==> src/rtl/lsu_pkg.sv <==
// Shared definitions for the load/store unit: access encodings, FSM states and lane widths.
// The optional bounds check is enabled by defining LSU_BOUNDS_CHECK_EN.
package lsu_pkg;

  localparam logic [2:0] OP_LB  = 3'd0;
  localparam logic [2:0] OP_LH  = 3'd1;
  localparam logic [2:0] OP_LW  = 3'd2;
  localparam logic [2:0] OP_LBU = 3'd3;
  localparam logic [2:0] OP_LHU = 3'd4;
  localparam logic [2:0] OP_SB  = 3'd5;
  localparam logic [2:0] OP_SH  = 3'd6;
  localparam logic [2:0] OP_SW  = 3'd7;

  localparam int LANE_BYTE_W = 8;
  localparam int HALF_W      = 16;

  typedef enum logic [1:0] {
    S_IDLE,
    S_LOAD,
    S_RMW_READ,
    S_WRITE
  } lsu_state_e;

  // Halfwords need an even address, words need a 4-byte aligned address.
  function automatic logic is_misaligned(input logic [2:0] op, input logic [1:0] lane);
    logic mis;
    case (op)
      OP_LH, OP_LHU, OP_SH: mis = lane[0];
      OP_LW, OP_SW:         mis = |lane;
      default:              mis = 1'b0;
    endcase
    return mis;
  endfunction

endpackage

==> src/rtl/lsu_lane_align.sv <==
// Little-endian lane logic: load extraction with sign/zero extension, and the
// byte/halfword merge used by the read-modify-write store path.
module lsu_lane_align
  import lsu_pkg::*;
(
  input  logic [31:0]       word_i,
  input  logic [2:0]        op_i,
  input  logic [1:0]        lane_i,
  input  logic [HALF_W-1:0] wdata_i,
  output logic [31:0]       load_data_o,
  output logic [31:0]       merged_o
);

  logic [LANE_BYTE_W-1:0] byteSel;
  logic [HALF_W-1:0]      halfSel;

  always_comb begin
    byteSel = word_i[{lane_i, 3'b000} +: LANE_BYTE_W];
    halfSel = lane_i[1] ? word_i[31:16] : word_i[15:0];

    case (op_i)
      OP_LB:   load_data_o = {{(32-LANE_BYTE_W){byteSel[LANE_BYTE_W-1]}}, byteSel};
      OP_LBU:  load_data_o = {{(32-LANE_BYTE_W){1'b0}}, byteSel};
      OP_LH:   load_data_o = {{(32-HALF_W){halfSel[HALF_W-1]}}, halfSel};
      OP_LHU:  load_data_o = {{(32-HALF_W){1'b0}}, halfSel};
      OP_LW:   load_data_o = word_i;
      default: load_data_o = '0;
    endcase

    // Untouched lanes keep the word read back from memory.
    merged_o = word_i;
    if (op_i == OP_SB) begin
      merged_o[{lane_i, 3'b000} +: LANE_BYTE_W] = wdata_i[LANE_BYTE_W-1:0];
    end else if (op_i == OP_SH) begin
      merged_o[{lane_i[1], 4'b0000} +: HALF_W] = wdata_i;
    end
  end

endmodule

==> src/rtl/load_store_unit.sv <==
// Memory-stage load/store front end for the word-addressed Data_Memory.
// Define LSU_BOUNDS_CHECK_EN to fault on accesses beyond MEM_WORDS instead of truncating the index.
module load_store_unit
  import lsu_pkg::*;
#(
  parameter int MEM_WORDS  = 8192,
  parameter int WORD_IDX_W = 13
) (
  input  logic        clock,
  input  logic        reset,
  input  logic        req_valid,
  output logic        req_ready,
  input  logic [2:0]  req_op,
  input  logic [31:0] req_addr,
  input  logic [31:0] req_wdata,
  output logic        rsp_valid,
  output logic [31:0] rsp_rdata,
  output logic        misalign,
  output logic        access_fault,
  output logic        stall,
  output logic [31:0] mem_address,
  output logic [31:0] mem_write_data,
  output logic        mem_write,
  output logic        mem_read,
  input  logic [31:0] mem_read_data
);

  lsu_state_e            state_q, state_d;
  logic [2:0]            op_q, op_d;
  logic [1:0]            lane_q, lane_d;
  logic [WORD_IDX_W-1:0] wordIdx_q, wordIdx_d;
  logic [31:0]           wdata_q, wdata_d;
  logic [31:0]           rdata_q, rdata_d;
  logic                  rspValid_q, rspValid_d;
  logic                  misalign_q, misalign_d;
  logic                  fault_q, fault_d;

  logic                  reqMisaligned;
  logic                  addrOutOfRange;
  logic                  reqFault;
  logic [31:0]           alignWord;
  logic [31:0]           loadData;
  logic [31:0]           mergedWord;

  assign reqMisaligned  = is_misaligned(req_op, req_addr[1:0]);
  assign addrOutOfRange = ({2'b00, req_addr[31:2]} >= 32'(MEM_WORDS));

`ifdef LSU_BOUNDS_CHECK_EN
  assign reqFault = addrOutOfRange;
`else
  logic unusedBoundsCheck;
  assign unusedBoundsCheck = addrOutOfRange;
  assign reqFault          = 1'b0;
`endif

  assign req_ready      = (state_q == S_IDLE);
  assign stall          = req_valid & ~req_ready;
  assign mem_read       = (state_q == S_LOAD) || (state_q == S_RMW_READ);
  assign mem_write      = (state_q == S_WRITE);
  assign mem_write_data = mem_write ? wdata_q : '0;
  assign mem_address    = {{(32-WORD_IDX_W){1'b0}}, wordIdx_q};
  assign rsp_valid      = rspValid_q;
  assign rsp_rdata      = rdata_q;
  assign misalign       = misalign_q;
  assign access_fault   = fault_q;

  // Memory read data is only meaningful while mem_read is high; mask it otherwise.
  assign alignWord = mem_read ? mem_read_data : '0;

  lsu_lane_align u_lane_align (
    .word_i      (alignWord),
    .op_i        (op_q),
    .lane_i      (lane_q),
    .wdata_i     (wdata_q[HALF_W-1:0]),
    .load_data_o (loadData),
    .merged_o    (mergedWord)
  );

  always_comb begin
    state_d    = state_q;
    op_d       = op_q;
    lane_d     = lane_q;
    wordIdx_d  = wordIdx_q;
    wdata_d    = wdata_q;
    rdata_d    = '0;
    rspValid_d = 1'b0;
    misalign_d = 1'b0;
    fault_d    = 1'b0;

    case (state_q)
      S_IDLE: begin
        if (req_valid) begin
          op_d      = req_op;
          lane_d    = req_addr[1:0];
          wordIdx_d = req_addr[WORD_IDX_W+1:2];
          wdata_d   = req_wdata;
          // Rejected requests answer next cycle without touching memory; misalign wins.
          if (reqMisaligned) begin
            rspValid_d = 1'b1;
            misalign_d = 1'b1;
          end else if (reqFault) begin
            rspValid_d = 1'b1;
            fault_d    = 1'b1;
          end else begin
            case (req_op)
              OP_SW:        state_d = S_WRITE;
              OP_SB, OP_SH: state_d = S_RMW_READ;
              default:      state_d = S_LOAD;
            endcase
          end
        end
      end
      S_LOAD: begin
        rdata_d    = loadData;
        rspValid_d = 1'b1;
        state_d    = S_IDLE;
      end
      S_RMW_READ: begin
        wdata_d = mergedWord;
        state_d = S_WRITE;
      end
      S_WRITE: begin
        rspValid_d = 1'b1;
        state_d    = S_IDLE;
      end
      default: state_d = S_IDLE;
    endcase
  end

  always_ff @(posedge clock or posedge reset) begin
    if (reset) begin
      state_q    <= S_IDLE;
      op_q       <= OP_LB;
      lane_q     <= '0;
      wordIdx_q  <= '0;
      wdata_q    <= '0;
      rdata_q    <= '0;
      rspValid_q <= 1'b0;
      misalign_q <= 1'b0;
      fault_q    <= 1'b0;
    end else begin
      state_q    <= state_d;
      op_q       <= op_d;
      lane_q     <= lane_d;
      wordIdx_q  <= wordIdx_d;
      wdata_q    <= wdata_d;
      rdata_q    <= rdata_d;
      rspValid_q <= rspValid_d;
      misalign_q <= misalign_d;
      fault_q    <= fault_d;
    end
  end

endmodule

==> config.mk <==
export PLATFORM = sky130hd
export DESIGN_NAME = load_store_unit
export DESIGN_NICKNAME = d
export VERILOG_FILES = /design/src/rtl/lsu_pkg.sv /design/src/rtl/lsu_lane_align.sv /design/src/rtl/load_store_unit.sv
export SDC_FILE = /design/constraint.sdc
export NUM_CORES = 1
export LEC_CHECK = 0
export CORE_MARGIN = 2
export CORE_UTILIZATION = 35
export DETAILED_ROUTE_END_ITERATION = 8
export PLACE_DENSITY_LB_ADDON = 0.2
export SYNTH_ARGS = -nofsm -noshare
export SYNTH_HDL_FRONTEND = slang
export SYNTH_SLANG_ARGS = --single-unit
==> constraint.sdc <==
create_clock -name clock -period 3.8 [get_ports clock]
set_input_delay 0.95 -clock clock [delete_from_list [all_inputs] [get_ports clock]]
set_output_delay 0.95 -clock clock [all_outputs]
set_load 0.05 [all_outputs]
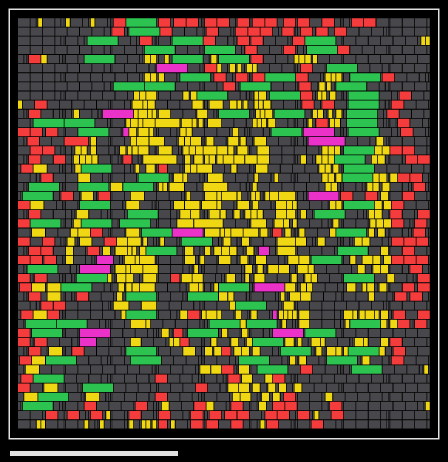
Figure 1: cells colored by class.
Bar = 50 um. Fill, decap, tap and diode cells in gray.
red -> other buffers and delay cells  # cells 175, share of their area 25%
magenta -> clock drivers and dummy loads  # cells 15, share of their area 4.3%
yellow -> all other logic  # cells 434, share of their area 40%
green -> flops  # cells 86, share of their area 31%
core region area: 15000 um^2
Rows: 45
fin util: 48.4%
fin area: 7270 um^2
fraction of area in registers: 29.6%

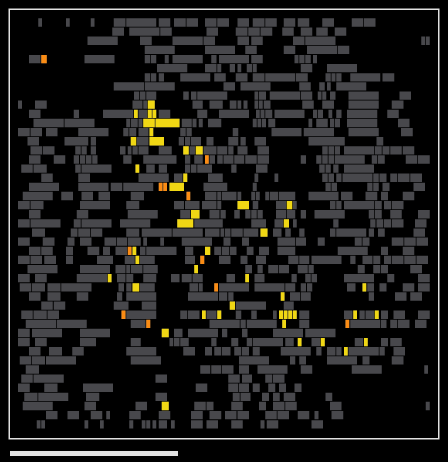
Figure 2: selected gate families.
Bar = 50 um.
orange -> inverters  # cells 11
yellow -> NOR gates  # cells 45
combinational share of cell area: 38.5%
most instantiated logic cell after routing: clkdlybuf4s50_1
fin cells: 898

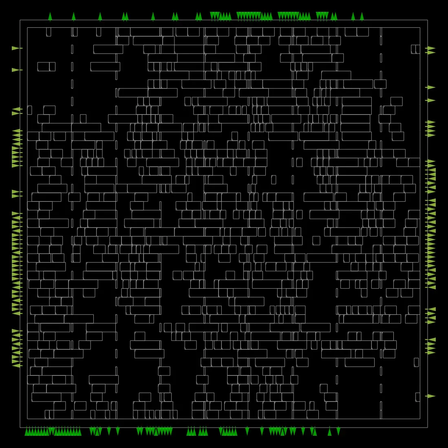
Figure 3: placed standard cells.
Tap Count: 188
tally of filler cells in the layout: 1420

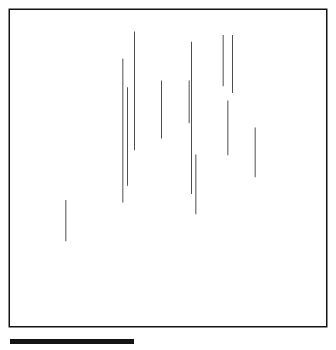
Figure 4: the metal 4 layer.
Bar = 50 um.
share of all routed wire = 2.2%
wire length on this layer = 371 um

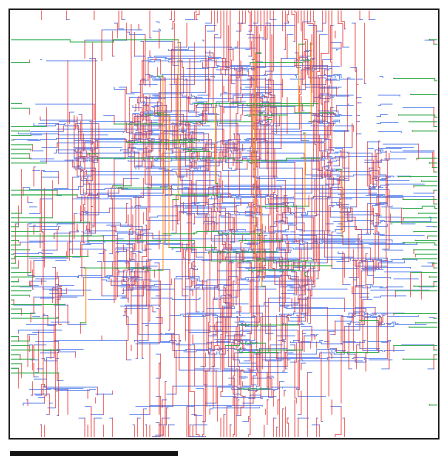
Figure 5: wiring by layer.
Bar = 50 um.
red -> met2  # wire length 8240 um
orange -> met4  # wire length 371 um
blue -> met1  # wire length 7160 um
green -> met3  # wire length 1260 um

==> results.py <==
# Auto-generated metrics
metrics = {
    "detailed_routing": {
        "route.detailed.wl_per_inst_um": 19.0,
        "drt-total-wl_mm": 17.0,
    },
    "status": {
        "status": "complete, no violations",
    },
    "synthesis": {
        "synth_warnings": 0,
        "synth_area_um2": 5340,
        "synth_cell_types": 68,
        "synth.logic.top_family": "AND-OR/OR-AND gates",
        "yosysCellCount": 565,
        "mux_area_share_pct": 6.35,
        "ys_sh_xor_pct": 0.328,
    },
    "critical_path": {
        "critPathMaxStageDelay_ns": 0.81,
        "crit_end": "mem_write_data[1]",
        "cp_max_fo": 34,
    },
    "sta": {
        "report.final.slew_viol_count": 0,
    },
    "pwr": {
        "pwr-share-clk_pct": 14.2,
    },
    "job": {
        "warning_count": 51,
    },
    "clocking": {
        "cts_resized": 0,
        "cts_root_buffer": "clkbuf_16",
        "clkTransAtPathRegs_ns": 0.06,
    },
    "placement": {
        "gp_congestion": 0.966,
    },
    "global_routing": {
        "first_global_vias": 4871,
        "grt_max_degree": 52,
    },
}
-- cells in the mapped netlist, drive strengths merged, types with 9 or more instances --
library cell  count  share of area (%)
dfrtp            86                 40
a21oi            73                7.0
buf              55                7.1
nand2            47                3.3
and2             38                4.5
nor2             27                2.2
o21ai            23                2.3
mux2             20                4.2
nand3            19                1.8
a31oi            14                1.8
o22a             14                2.3
inv              11               0.77
mux2i            11                2.1
ha               10                2.3
clkbuf            9               0.63
or3               9                1.1
-- through the flow --
stage	util, %	total power [mW]	hold WS, ns	cell area [um^2]	instances
global placement	46.4	5.34	0.469	6970	883
floorplan	-	4.41	0.451	5410	584
finish	48.4	6.33	0.492	7270	898
global route	48.4	6.74	0.516	7270	898
detailed placement	46.4	5.42	0.484	6970	883
CTS	48.4	6.35	0.498	7270	898
No activity file was given, so power comes from the tool's default toggle rates.
